### Clock routing

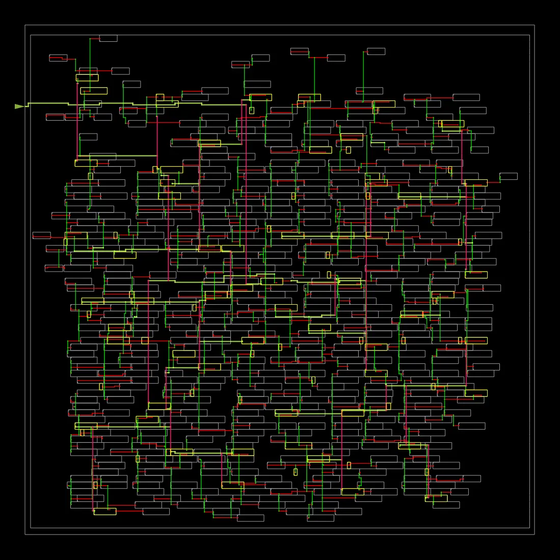
### Clock network drawn from the DEF

Bar = 50 um.
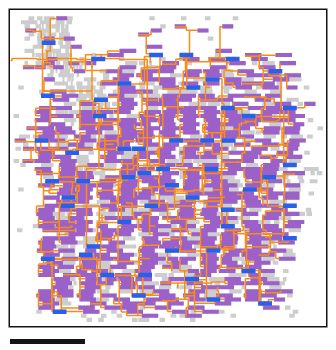
### Signal metal coverage by tile

Bar = 50 um. 21 x 21 tiles, from white (low) to dark blue (high), scaled to the fullest tile. Values are wire area over tile area, all layers added.
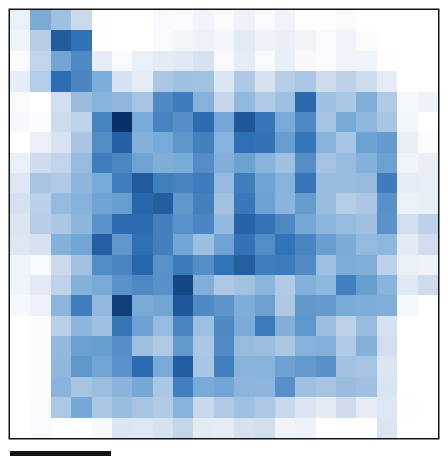
===== config.mk =====
export PLATFORM = sky130hd
export DESIGN_NAME = axis_burst_capture
export DESIGN_NICKNAME = d
export VERILOG_FILES = /design/src/rtl/axis_burst_capture.sv
export SDC_FILE = /design/constraint.sdc
export NUM_CORES = 1
export LEC_CHECK = 0
export CORE_MARGIN = 2
export CORE_UTILIZATION = 49
export DETAILED_ROUTE_END_ITERATION = 7
export PLACE_DENSITY = 0.77
export SLEW_MARGIN = 0
export SYNTH_ARGS = -nofsm -noshare
export SYNTH_HDL_FRONTEND = slang
export SYNTH_SLANG_ARGS = --single-unit
export TNS_END_PERCENT = 5

===== constraint.sdc =====
create_clock -name clk -period 10.2 [get_ports clk]
set_clock_uncertainty 0.05 [all_clocks]
set_input_delay 2.55 -clock clk [delete_from_list [all_inputs] [get_ports clk]]
set_output_delay 2.55 -clock clk [all_outputs]
set_load 0.01 [all_outputs]

===== src/rtl/axis_burst_capture.sv =====
// AXI-Stream burst capture: accepts one burst of up to DEPTH words into a
// register file and holds it for registered random-access readback.
module axis_burst_capture #(
    parameter int DATA_WIDTH = 32,
    parameter int DEPTH_LOG2 = 4,
    parameter bit USE_TLAST  = 1'b1
) (
    input  logic                  clk,
    input  logic                  rst,
    input  logic [DATA_WIDTH-1:0] i_s_data,
    input  logic                  i_s_valid,
    input  logic                  i_s_last,
    output logic                  o_s_ready,
    input  logic                  i_start,
    input  logic [DEPTH_LOG2:0]   i_len,
    input  logic                  i_abort,
    output logic                  o_busy,
    output logic                  o_done,
    output logic [DEPTH_LOG2:0]   o_count,
    output logic                  o_err_early_last,
    output logic                  o_err_no_last,
    input  logic [DEPTH_LOG2-1:0] i_rd_addr,
    output logic [DATA_WIDTH-1:0] o_rd_data
);

    localparam int DEPTH = 2 ** DEPTH_LOG2;
    localparam logic [DEPTH_LOG2:0] LP_DEPTH_CNT = (DEPTH_LOG2 + 1)'(DEPTH);
    localparam logic [DEPTH_LOG2:0] LP_ONE       = (DEPTH_LOG2 + 1)'(1);
    localparam logic [DEPTH_LOG2:0] LP_ZERO      = (DEPTH_LOG2 + 1)'(0);

    typedef enum logic [1:0] {
        ST_IDLE = 2'b00,
        ST_RUN  = 2'b01,
        ST_DONE = 2'b10
    } state_t;

    state_t                r_state;
    logic [DEPTH_LOG2:0]   r_count;
    logic [DEPTH_LOG2:0]   r_len;
    logic                  r_err_early_last;
    logic                  r_err_no_last;
    logic [DATA_WIDTH-1:0] r_rd_data;
    logic [DATA_WIDTH-1:0] r_buf [DEPTH];

    logic                  w_accept;
    logic                  w_final_beat;
    logic [DEPTH_LOG2:0]   w_len_clamped;

    // Ready is a pure decode of the state register, so it never depends on valid.
    assign w_accept     = i_s_valid && (r_state == ST_RUN);
    assign w_final_beat = (r_count == (r_len - LP_ONE));

    // Zero or oversized lengths mean "fill the whole buffer".
    always_comb begin
        w_len_clamped = i_len;
        if ((i_len == LP_ZERO) || (i_len > LP_DEPTH_CNT)) begin
            w_len_clamped = LP_DEPTH_CNT;
        end else begin
            w_len_clamped = i_len;
        end
    end

    // Burst sequencing: state, beat counter, latched length and sticky errors.
    always_ff @(posedge clk) begin
        if (!rst) begin
            r_state          <= ST_IDLE;
            r_count          <= LP_ZERO;
            r_len            <= LP_DEPTH_CNT;
            r_err_early_last <= 1'b0;
            r_err_no_last    <= 1'b0;
        end else begin
            case (r_state)
                ST_IDLE: begin
                    if (i_start && !i_abort) begin
                        r_state          <= ST_RUN;
                        r_len            <= w_len_clamped;
                        r_count          <= LP_ZERO;
                        r_err_early_last <= 1'b0;
                        r_err_no_last    <= 1'b0;
                    end
                end
                ST_RUN: begin
                    if (w_accept) begin
                        r_count <= r_count + LP_ONE;
                        // A completed handshake is kept even when abort wins the state.
                        if (i_abort) begin
                            r_state <= ST_IDLE;
                        end else if (w_final_beat) begin
                            r_state <= ST_DONE;
                            if (USE_TLAST && !i_s_last) begin
                                r_err_no_last <= 1'b1;
                            end
                        end else if (USE_TLAST && i_s_last) begin
                            r_state          <= ST_DONE;
                            r_err_early_last <= 1'b1;
                        end
                    end else if (i_abort) begin
                        r_state <= ST_IDLE;
                    end
                end
                ST_DONE: begin
                    r_state <= ST_IDLE;
                end
                default: begin
                    r_state <= ST_IDLE;
                end
            endcase
        end
    end

    // Capture storage; deliberately never cleared so data survives reset.
    always_ff @(posedge clk) begin
        if (rst && w_accept) begin
            r_buf[r_count[DEPTH_LOG2-1:0]] <= i_s_data;
        end
    end

    // Readback port: one-cycle latency, old data on a same-cycle write.
    always_ff @(posedge clk) begin
        if (!rst) begin
            r_rd_data <= {DATA_WIDTH{1'b0}};
        end else begin
            r_rd_data <= r_buf[i_rd_addr];
        end
    end

    assign o_s_ready        = (r_state == ST_RUN);
    assign o_busy           = (r_state == ST_RUN);
    assign o_done           = (r_state == ST_DONE);
    assign o_count          = r_count;
    assign o_err_early_last = r_err_early_last;
    assign o_err_no_last    = r_err_no_last;
    assign o_rd_data        = r_rd_data;

endmodule


==> flow_metrics.tcl <==
# implementation run metrics
set metrics [dict create \
    postLayoutSetupSlackWorst_ns 5.31 \
    post_synth_most_frequent_cells "sky130_fd_sc_hd__edfxtp_1, sky130_fd_sc_hd__mux4_2, sky130_fd_sc_hd__mux2i_1" \
    final_layout_top_logic_cell "sky130_fd_sc_hd__edfxtp_1" \
    total_power_mw 4.58 \
    design.final.nets 1100 \
    global_route_wire_length_before_repair_um 63000 \
    relSlewSlack 0.105 \
    gp_congestion 0.723 \
    mux_area_frac 0.169 \
    layout-area-overhead-vs-synth_pct 15.0 \
    finalHoldViolCount 0 \
    cp_top_family "buffers and inverters" \
    clockRootBuffer "sky130_fd_sc_hd__clkbuf_16" \
    tns_ns 0 \
    syn-mean-instance-area_um2 22.5 \
    power-per-cell-area_nw_per_um2 190 \
    num_io_pins 89 \
    cts_tree "built" \
    post_cts_buffers 0 \
    fp.coreArea_um2 42100 \
    post_synth_main_area_contributors "sky130_fd_sc_hd__edfxtp_1, sky130_fd_sc_hd__mux4_2, sky130_fd_sc_hd__dfxtp_1, sky130_fd_sc_hd__mux2i_1, sky130_fd_sc_hd__o22ai_1" \
    drt-total-wl_um 41800 \
    clockBufferDepth 3 \
    log.warning_count 29 \
    floorplan.rows 75 \
    critPathMaxFanout 77 \
    endpoint_kind "flop" \
    grt_pass1_vias 10100 \
    fp-utilization 0.498 \
    synthesis.instances 931 \
    cts.htree.levels 2 \
    worstPathBufferInverterCount 2 \
    num_vias 9680 \
    fmaxAchievable_mhz 205 \
    worst_hold_path_type "reg -> reg" \
    cts.sink_count 558 \
    worstPathCellList "clkbuf_8, buf_4, mux4_2, mux2i_1, o22ai_1" \
    cp_slowest_cell "sky130_fd_sc_hd__buf_4" \
    adder_and_majority_cell_fraction_of_the_synthesized_area 0.00358 \
    synth_top_cell_by_count "sky130_fd_sc_hd__edfxtp_1" \
    synth_cell_types 41 \
    largest_register_ffs 512 \
    fin_crit_ns 4.89 \
    synthesis_warnings 0 \
    post_synth_instance_area_um2 21000 \
    static-leakage-power_nw 7.68 \
    final_layout_size_suffix_gt1_frac 0.220 \
    pre_cts_slack_ns 4.63 \
    xor_xnor_area_frac 0.00334 \
    critical-path-max-stage-delay_ns 0.92 \
    synthArstFlopShare 0 \
    synth.yosys.num_cells 931 \
    chip_area_um2 44500 \
    run_status "finished, final reports clean" \
    synth-simple-area-share 0.0155 \
    router_iterations_before_antenna_repair 5 \
    r2r_cells 4 \
    antenna_found_initial 1 \
    avgViaCountPerCell 5.94 \
    final_max_slew_viol_count 0 \
    grt_setup_unrepaired "false" \
    post_cts.resized_instances 0 \
    min_path_cells 2 \
    worst_setup_hold_path_clk_slew_ns 0.06 \
    kind_of_critical_path "in -> reg" \
    wire_per_inst_um 25.6 \
    area.sequential_um2 16300 \
    worst_ep_required_time_ns 10.57 \
]
Notes on 'Clock routing' above:
clock distribution power: 1.86 mW
CTS buffer count: 54
source-to-sink clock delay at the later pin of the worst-skew pair: 0.60 ns
count of flip-flops and latches: 558

Notes on 'Clock network drawn from the DEF' above:
[orange] clock wires | length: 5980 um
[blue] clock drivers | count: 54
[purple] flip-flops | count: 558
flops lie: widely spread
routed clock nets: 55

Notes on 'Signal metal coverage by tile' above:
nearly empty tiles: 12%
emptiest ninth of the die: top right
mean over tiles: 0.15
fullest tile: 0.42

final timing paths:
| kind | end | slack [ns] | startpoint |
|---|---|---|---|
| worst max-delay path | o_rd_data[0] | 5.31 | i_rd_addr[0] |
| worst min-delay path | o_err_no_last | 0.42 | o_err_no_last |
| worst max register to register | r_buf[8][27] | 7.45 | r_state[0] |
| worst min register to register | o_err_no_last | 0.42 | o_err_no_last |
report_power, final:
group	switching [mW]	leakage (nW)	internal [mW]
Combinational	0.107	1.90	0.0998
Clock	0.820	0.796	1.04
Sequential	0.00680	4.98	2.51
cell families (layout without fill, tap and decap cells):
family                   count (synthesis)  after routing
other                                    0              1
flip-flops                             558            558
XOR/XNOR                                 8              8
adder cells (fa/ha/maj)                  6              6
AND-OR/OR-AND                           50             50
multiplexers                           193            193
buffers and inverters                   54            214
AND/OR/NAND/NOR                         62             62
stage by stage:
stage | util | std cells | hold slack, ns
6_report | 0.572 | 1631 | 0.420
5_1_grt | 0.572 | 1631 | 0.444
4_1_cts | 0.572 | 1630 | 0.421
3_5_place_dp | 0.533 | 1530 | 0.401
3_3_place_gp | 0.533 | 1530 | 0.395
2_1_floorplan | - | 931 | 0.422
per-layer routing:
layer | vias up | share of wire | global-route usage | wire, um
met5 | - | 0 | 0 | 0
met4 | 0 | 0.026 | 0.0656 | 1090
met3 | 71 | 0.057 | 0.0324 | 2390
met2 | 345 | 0.50 | 0.316 | 20700
met1 | 5128 | 0.42 | 0.268 | 17500
li1 | 4136 | - | - | -
layout make-up:
type,instances,share of cell area
Tap cell,539,0.0280
Sequential cell,558,0.676
Clock buffer,71,0.0596
Multi-Input combinational cell,319,0.184
Antenna cell,1,0.000104
Inverter,7,0.00109
Clock inverter,29,0.00867
Timing Repair Buffer,107,0.0424
Power is estimated from default activity; no workload was simulated.
